**Run 1: M3 wires**

Scale: 2 px per um. Cells faint in the background.
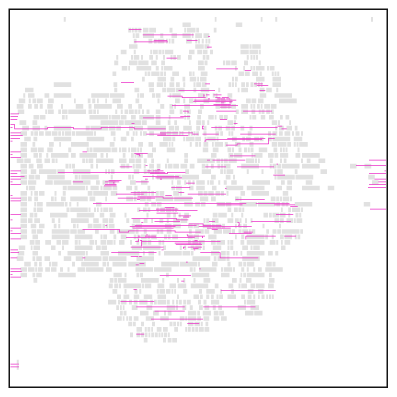
**Run 1: zoomed window**

Region (116, 116) to (166, 166) um. Cells in grey, sequential cells in the stronger grey; small squares are vias.
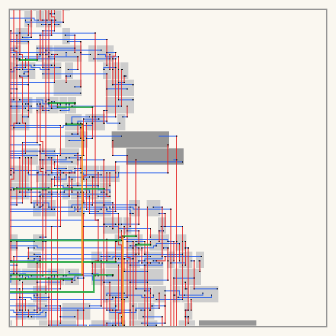
**Run 1: M4 wires**

Scale: 2 px per um. Supply wires on this layer in grey. Cells faint in the background.
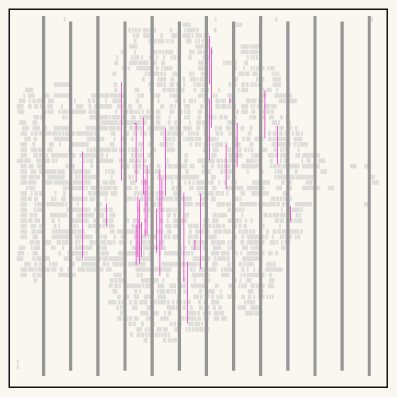
**Run 1: I/O pins on the die edge**

Scale: 2 px per um. Pins as bars across the die edge, other pins in grey.
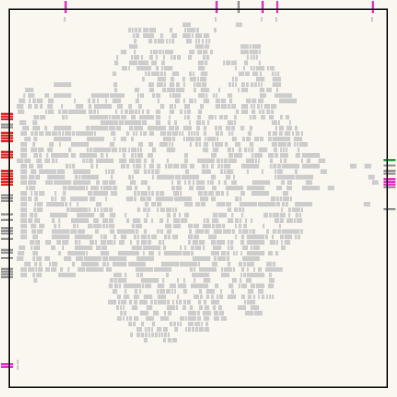
File: config.mk
export PLATFORM = sky130hd
export DESIGN_NAME = qenc_mvd_binarizer
export DESIGN_NICKNAME = d
export VERILOG_FILES = /design/src/rtl/qenc_mvd_binarizer.sv
export SDC_FILE = /design/constraint.sdc
export NUM_CORES = 1
export LEC_CHECK = 0
export CAP_MARGIN = 40
export CORE_MARGIN = 3
export CORE_UTILIZATION = 27
export CTS_BUF_LIST = sky130_fd_sc_hd__clkbuf_16
export DETAILED_ROUTE_END_ITERATION = 7
export SLEW_MARGIN = 40
export SYNTH_ARGS = -nofsm -noshare
export SYNTH_HDL_FRONTEND = slang
export SYNTH_SLANG_ARGS = --single-unit
export TNS_END_PERCENT = 10
File: constraint.sdc
create_clock -name clk -period 11.95 [get_ports clk]
set_input_delay 2.39 -clock clk [delete_from_list [all_inputs] [get_ports clk]]
set_output_delay 2.39 -clock clk [all_outputs]
set_load 0.05 [all_outputs]
File: src/rtl/qenc_mvd_binarizer.sv
`default_nettype none
// ============================================================================
// Module   : qenc_mvd_binarizer
// Function : Binarizes an (x,y) motion-vector difference into GT0/GT1 context
//            bins, EG1 remainder bypass bins and sign bypass bins.
// Revision : 1.0 - initial release
// ============================================================================
module qenc_mvd_binarizer #(
    parameter logic [9:0] CTX_ABS_MVD_GT0 = 10'd40,
    parameter logic [9:0] CTX_ABS_MVD_GT1 = 10'd41
) (
    input  logic        clk,
    input  logic        rst_n,
    input  logic        mvd_start,
    input  logic [15:0] mvd_x,
    input  logic [15:0] mvd_y,
    output logic        busy,
    output logic        bin,
    output logic        bin_vld,
    input  logic        enc_rdy,
    output logic [9:0]  ctx_addr,
    output logic        EPMode,
    output logic        mvd_enc_done
);

    // Encoding order equals emission order, so "next state" is always +1.
    typedef enum logic [3:0] {
        IDLE     = 4'd0,
        GT0_0    = 4'd1,
        GT0_1    = 4'd2,
        GT1_0    = 4'd3,
        GT1_1    = 4'd4,
        MINUS2_0 = 4'd5,
        SIGN_0   = 4'd6,
        MINUS2_1 = 4'd7,
        SIGN_1   = 4'd8,
        DONE     = 4'd9
    } state_t;

    state_t      r_state, w_state_nxt;
    logic [16:0] r_absx, r_absy, w_absx_nxt, w_absy_nxt;
    logic        r_negx, r_negy, w_negx_nxt, w_negy_nxt;
    logic [16:0] r_v, w_v_nxt;
    logic [4:0]  r_k, w_k_nxt;
    logic        r_suffix, w_suffix_nxt;
    logic [4:0]  r_idx, w_idx_nxt;

    logic        r_bin, r_bin_vld, r_ep, r_busy, r_done;
    logic [9:0]  r_ctx;
    logic        w_bin_d, w_vld_d, w_ep_d;
    logic [9:0]  w_ctx_d;

    logic        w_xfer;
    logic [16:0] w_absx_in, w_absy_in;
    logic [17:0] w_pow, w_pow_nxt;
    logic        w_v_ge;

    function automatic logic eligible(input state_t s, input logic [16:0] ax,
                                      input logic [16:0] ay);
        logic e;
        case (s)
            GT1_0, SIGN_0:    e = (ax != 17'd0);
            GT1_1, SIGN_1:    e = (ay != 17'd0);
            MINUS2_0:         e = (ax > 17'd1);
            MINUS2_1:         e = (ay > 17'd1);
            default:          e = 1'b1;
        endcase
        return e;
    endfunction

    // First state at or after s that actually emits a bin (DONE always qualifies).
    function automatic state_t first_from(input state_t s, input logic [16:0] ax,
                                          input logic [16:0] ay);
        state_t r;
        logic   found;
        r     = s;
        found = 1'b0;
        for (int i = 0; i < 7; i++) begin
            if (!found) begin
                if (eligible(r, ax, ay)) found = 1'b1;
                else                     r = state_t'(r + 4'd1);
            end
        end
        return r;
    endfunction

    // 17-bit magnitude so that -32768 maps to +32768.
    assign w_absx_in = mvd_x[15] ? (17'd0 - {1'b1, mvd_x}) : {1'b0, mvd_x};
    assign w_absy_in = mvd_y[15] ? (17'd0 - {1'b1, mvd_y}) : {1'b0, mvd_y};

    assign w_xfer    = r_bin_vld & enc_rdy;
    assign w_pow     = 18'd1 << r_k;
    assign w_v_ge    = ({1'b0, r_v} >= w_pow);
    assign w_pow_nxt = 18'd1 << w_k_nxt;

    always_comb begin
        w_state_nxt  = r_state;
        w_absx_nxt   = r_absx;
        w_absy_nxt   = r_absy;
        w_negx_nxt   = r_negx;
        w_negy_nxt   = r_negy;
        w_v_nxt      = r_v;
        w_k_nxt      = r_k;
        w_suffix_nxt = r_suffix;
        w_idx_nxt    = r_idx;
        case (r_state)
            IDLE: begin
                if (mvd_start) begin
                    w_absx_nxt  = w_absx_in;
                    w_absy_nxt  = w_absy_in;
                    w_negx_nxt  = mvd_x[15];
                    w_negy_nxt  = mvd_y[15];
                    w_state_nxt = GT0_0;
                end
            end
            GT0_0:  if (w_xfer) w_state_nxt = GT0_1;
            GT0_1:  if (w_xfer) w_state_nxt = first_from(GT1_0, r_absx, r_absy);
            GT1_0:  if (w_xfer) w_state_nxt = first_from(GT1_1, r_absx, r_absy);
            GT1_1:  if (w_xfer) w_state_nxt = first_from(MINUS2_0, r_absx, r_absy);
            MINUS2_0, MINUS2_1: begin
                if (w_xfer) begin
                    if (!r_suffix) begin
                        if (w_v_ge) begin
                            w_v_nxt = r_v - w_pow[16:0];
                            w_k_nxt = r_k + 5'd1;
                        end else begin
                            w_suffix_nxt = 1'b1;
                            w_idx_nxt    = r_k - 5'd1;
                        end
                    end else if (r_idx == 5'd0) begin
                        w_state_nxt = first_from((r_state == MINUS2_0) ? SIGN_0 : SIGN_1,
                                                 r_absx, r_absy);
                    end else begin
                        w_idx_nxt = r_idx - 5'd1;
                    end
                end
            end
            SIGN_0: if (w_xfer) w_state_nxt = first_from(MINUS2_1, r_absx, r_absy);
            SIGN_1: if (w_xfer) w_state_nxt = DONE;
            DONE:   w_state_nxt = IDLE;
            default: w_state_nxt = IDLE;
        endcase

        // Fresh EG1 run on entry to a remainder state.
        if (w_state_nxt == MINUS2_0 && r_state != MINUS2_0) begin
            w_v_nxt      = r_absx - 17'd2;
            w_k_nxt      = 5'd1;
            w_suffix_nxt = 1'b0;
            w_idx_nxt    = 5'd0;
        end else if (w_state_nxt == MINUS2_1 && r_state != MINUS2_1) begin
            w_v_nxt      = r_absy - 17'd2;
            w_k_nxt      = 5'd1;
            w_suffix_nxt = 1'b0;
            w_idx_nxt    = 5'd0;
        end
    end

    // Output values are derived from next-state data so the ports stay registered.
    always_comb begin
        w_bin_d = 1'b0;
        w_vld_d = 1'b0;
        w_ep_d  = 1'b0;
        w_ctx_d = 10'd0;
        case (w_state_nxt)
            GT0_0: begin
                w_vld_d = 1'b1;
                w_bin_d = (w_absx_nxt != 17'd0);
                w_ctx_d = CTX_ABS_MVD_GT0;
            end
            GT0_1: begin
                w_vld_d = 1'b1;
                w_bin_d = (w_absy_nxt != 17'd0);
                w_ctx_d = CTX_ABS_MVD_GT0;
            end
            GT1_0: begin
                w_vld_d = 1'b1;
                w_bin_d = (w_absx_nxt > 17'd1);
                w_ctx_d = CTX_ABS_MVD_GT1;
            end
            GT1_1: begin
                w_vld_d = 1'b1;
                w_bin_d = (w_absy_nxt > 17'd1);
                w_ctx_d = CTX_ABS_MVD_GT1;
            end
            MINUS2_0, MINUS2_1: begin
                w_vld_d = 1'b1;
                w_ep_d  = 1'b1;
                w_bin_d = w_suffix_nxt ? w_v_nxt[w_idx_nxt]
                                       : ({1'b0, w_v_nxt} >= w_pow_nxt);
            end
            SIGN_0: begin
                w_vld_d = 1'b1;
                w_ep_d  = 1'b1;
                w_bin_d = w_negx_nxt;
            end
            SIGN_1: begin
                w_vld_d = 1'b1;
                w_ep_d  = 1'b1;
                w_bin_d = w_negy_nxt;
            end
            default: ;
        endcase
    end

    always_ff @(posedge clk or negedge rst_n) begin
        if (!rst_n) begin
            r_state   <= IDLE;
            r_absx    <= 17'd0;
            r_absy    <= 17'd0;
            r_negx    <= 1'b0;
            r_negy    <= 1'b0;
            r_v       <= 17'd0;
            r_k       <= 5'd0;
            r_suffix  <= 1'b0;
            r_idx     <= 5'd0;
            r_bin     <= 1'b0;
            r_bin_vld <= 1'b0;
            r_ep      <= 1'b0;
            r_ctx     <= 10'd0;
            r_busy    <= 1'b0;
            r_done    <= 1'b0;
        end else begin
            r_state   <= w_state_nxt;
            r_absx    <= w_absx_nxt;
            r_absy    <= w_absy_nxt;
            r_negx    <= w_negx_nxt;
            r_negy    <= w_negy_nxt;
            r_v       <= w_v_nxt;
            r_k       <= w_k_nxt;
            r_suffix  <= w_suffix_nxt;
            r_idx     <= w_idx_nxt;
            r_bin     <= w_bin_d;
            r_bin_vld <= w_vld_d;
            r_ep      <= w_ep_d;
            r_ctx     <= w_ctx_d;
            r_busy    <= (w_state_nxt != IDLE);
            r_done    <= (w_state_nxt == DONE);
        end
    end

    assign busy         = r_busy;
    assign bin          = r_bin;
    assign bin_vld      = r_bin_vld;
    assign ctx_addr     = r_ctx;
    assign EPMode       = r_ep;
    assign mvd_enc_done = r_done;

endmodule
`default_nettype wire

==> results.toml, run 1 <==
# implementation run metrics
[detailed_routing]
route.detailed.drc = 0
dr.pass1.iters = 5

[final_timing]
slew_headroom_pct = 43.47
finalSetupViolations = 0
whs_ps = 528.2

[power]
power_frac_comb_pct = 69.7
powerSeq_w = 0.000526

[place]
dp.cells = 1629
gp_congestion = 0.9440

[finish]
antenna_cells = 0
clkbuf_count = 9
nFillCells = 3474
comb_area_share_pct = 64.31
combGateArea_sq_um = 6623

[grt]
overflow = 0
grt.busiest_layer = "met2"

[worst_setup_path]
rrSetupSlack_ps = 820
cp-end-kind = "register"

[run_status]
status = "finished clean"

[clock_network]
cts.path.max_buffers = 2
clk_latency_ps = 350

[yosys]
synth.cellmix.simpleShare_pct = 29.72
flop_cell = "dfrtp_1"
ys_types = 93

[worst_hold_path]
hold_depth = 1

[floorplan]
rows = 66
About 'M3 wires':
- wire length on this layer: 1,980 um
- main direction: horizontal
- share of all routed wire: 6.7%
GR Util met3: 3.256%
via count: 8,916

About 'zoomed window':
- green: metal 3
- orange: metal 4
- red: metal 2
- blue: metal 1
- sequential cells in the window: 2
- cells with their middle in the window: 96
- netlist names of flops here include: r_state (2)
- most frequent: inv_1 (17), nor2_1 (11), ha_1 (8)

About 'M4 wires':
- main direction: vertical
- nets with wire on the layer: 25
- wire length on this layer: 794 um
- share of all routed wire: 2.7%
- longest straight run: 53.0 um
DRT Wirelength: 29.35 mm

About 'I/O pins on the die edge':
- magenta: ctx_addr (pins 10; direction output; edge 5 north, 3 east, 2 west)
- red: mvd_x (pins 16; direction input; edge west)
- green: enc_rdy (pins 1; direction input; edge east)
- all pins by edge: 36 west, 9 east, 6 north
port bufs: 43
die width: 188.3 um

[run 1: critical path, delay by kind of cell (launching register included)]
kind                       cells  cell delay [ps]
AOI/OAI and AO/OA             22             4260
buffers and inverters          3              350
and+or+nand+nor               19             4530
muxes                          1              160
adders and majority gates      5             1260
DFF                            1              430
[run 1: cells in the mapped netlist (19+ instances only)]
cell type	instances	area share, %
xor2_1	32	3.1
dfrtp_1	75	21
inv_1	72	3.0
nand2_1	126	5.3
a21oi_1	52	2.9
nor2_1	96	4.0
ha_1	83	12
o21ai_0	74	4.1
xnor2_1	38	3.7
nand3_1	52	2.9
nor3_1	45	2.5
nand4_1	19	1.3
clkbuf_1	36	1.5
**Run 1: clock nets**

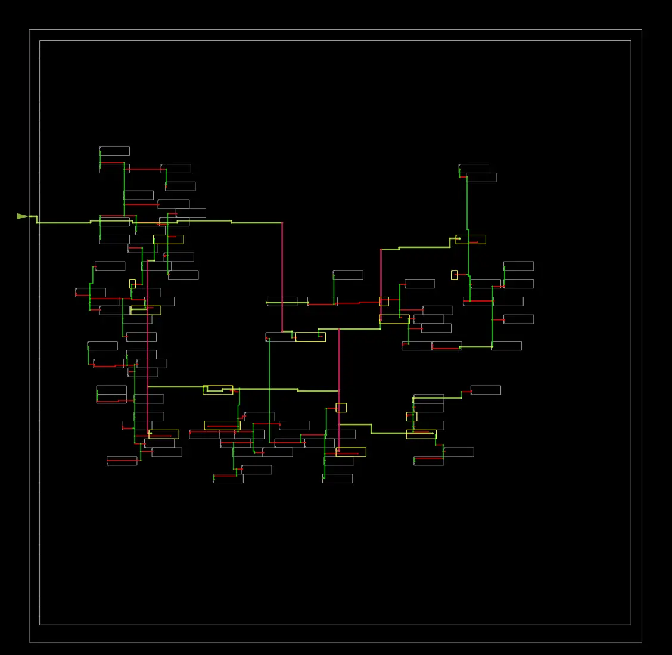

==> run 1 -> run 2 <==
--- a/config.mk
+++ b/config.mk
@@ -6,10 +6,13 @@
 export NUM_CORES = 1
 export LEC_CHECK = 0
 export CAP_MARGIN = 40
+export CELL_PAD_IN_SITES_DETAIL_PLACEMENT = 2
+export CELL_PAD_IN_SITES_GLOBAL_PLACEMENT = 2
 export CORE_MARGIN = 3
 export CORE_UTILIZATION = 27
-export CTS_BUF_LIST = sky130_fd_sc_hd__clkbuf_16
+export CTS_BUF_LIST = sky130_fd_sc_hd__clkbuf_8
 export DETAILED_ROUTE_END_ITERATION = 7
+export PLACE_DENSITY_LB_ADDON = 0.1
 export SLEW_MARGIN = 40
 export SYNTH_ARGS = -nofsm -noshare
 export SYNTH_HDL_FRONTEND = slang
==> constraint.sdc (replaced) <==
create_clock -name clk -period 11.95 [get_ports clk]
set_input_delay 1.195 -clock clk [delete_from_list [all_inputs] [get_ports clk]]
set_output_delay 1.195 -clock clk [all_outputs]
set_load 0.05 [all_outputs]
**Run 2: clock nets**

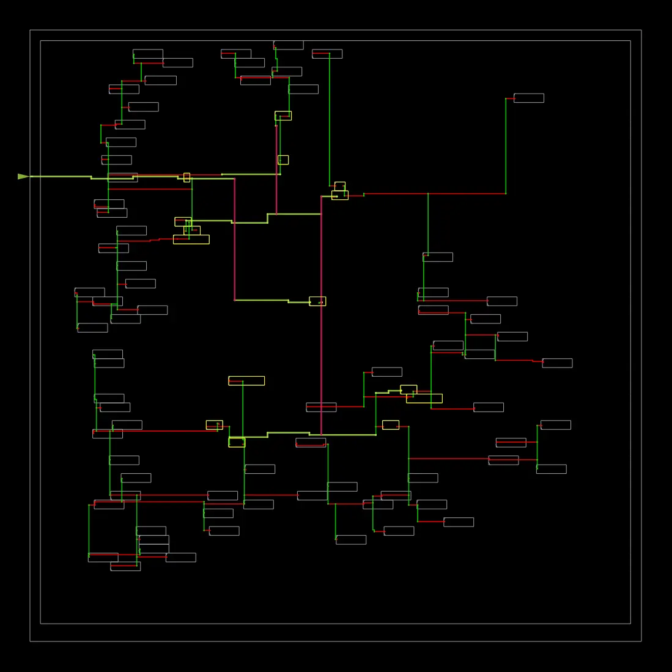
clk pwr: 0.000262 W
Latency at later pin: 390 ps
Flops: 75
TritonCTS buffer count: 9

**Run 2: M3 wires**

Scale: 2 px per um. Cells faint in the background.
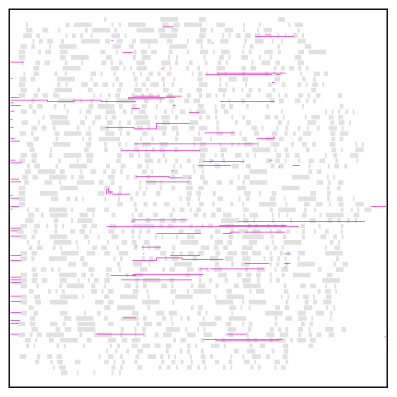
- share of all routed wire: 3.2%
- longest straight run: 95.7 um
via count: 9,068
GR Util met3: 2.474%
DRT Wirelength: 38.57 mm

**Run 2: I/O pins on the die edge**

Scale: 2 px per um. Pins as bars across the die edge, other pins in grey.
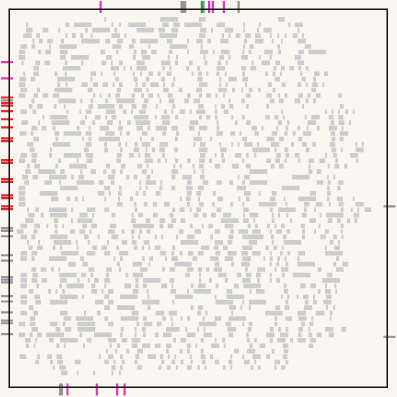
- green: enc_rdy (pins 1; direction input; edge north)
- magenta: ctx_addr (pins 10; direction output; edge 4 north, 4 south, 2 west)
- red: mvd_x (pins 16; direction input; edge west)
Die H: 188.3 um

==> results.toml, run 2 <==
# implementation run metrics
[yosys]
synth.cellmix.simpleShare_pct = 29.72
netlist_top_cells_count = "126 x nand2_1, 96 x nor2_1, 83 x ha_1"
synth_area_leader_cell = "dfrtp_1"
synthTopLogicFamily = "simple AND/OR/NAND/NOR gates"
postSynthSeqShare_pct = 20.93
top_cells_by_area = "dfrtp_1 21%, ha_1 12%, nand2_1 5.3%"
async_flop_share_pct = 100.0
flop_cell = "dfrtp_1"
fa_ha_area_share_pct = 11.80
top_cell = "nand2_1"
top_area_share_pct = 20.93
ys_types = 93

[worst_setup_path]
path_buffers = 5
critPathTopFamily = "AND-OR/OR-AND gates"
rrSetupSlack_ps = 850
crit_path_end = "bin$_DFF_PN0_"
cp-end-kind = "register"
critical_path_class = "register to register"
reg2reg_depth = 50
critPathRequiredTime_ps = 12210

[floorplan]
die-area_sq_um = 35440
rows = 66
fp.dieW_um = 188.3

[detailed_routing]
ant_nets = 0
dr.pass1.iters = 5
route.detailed.drc = 0

[grt]
grt.busiest_layer = "met2"
overflow = 0
grt_pass1_wl_mm = 58.93

[finish]
nFillCells = 3791
lay_top_cells = "126 x nand2_1, 94 x nor2_1, 81 x ha_1"
syn_to_final_growth_pct = 15.40
drive_gt1_share_pct = 10.97
antenna_cells = 0

[final_timing]
slew_headroom_pct = 47.27
max_freq_mhz = 90.06
finalSetupViolations = 0
slew_violations = 0
whs_ps = 556.1
setup_tns_ps = 0

[power]
powerSeq_w = 0.000522
power_frac_comb_pct = 71.7

[place]
gp_congestion = 0.8908
io_buffers = 43

[worst_hold_path]
hold_depth = 1
min_from = "r_negy$_DFF_PN0_"

[clock_network]
cts.path.max_buffers = 2

[run_status]
status = "finished clean"
[run 2: cell counts after synthesis]
Identical to the previous run, type by type.
[run 2: metrics by stage]
stage	instances	power [W]	worst slack [ps]
global placement	1640	0.002455	377.4
global route	1664	0.003024	12.07
CTS	1655	0.002753	83.31
finish	1664	0.002776	845.7
detailed placement	1640	0.002470	57.06
floorplan	1174	0.001757	1066
[run 2: cell type report]
cell class | instances | area (sq um) | area share [%]
inverters | 73 | 274.0 | 2.647
repair buffers | 91 | 788.3 | 7.616
well taps | 442 | 553.0 | 5.343
clock buffers | 9 | 123.9 | 1.197
multi-input cells | 968 | 6620 | 63.96
clock inverters | 6 | 112.6 | 1.088
flip-flops and latches | 75 | 1878 | 18.15
Power and IR drop assume default switching activity.
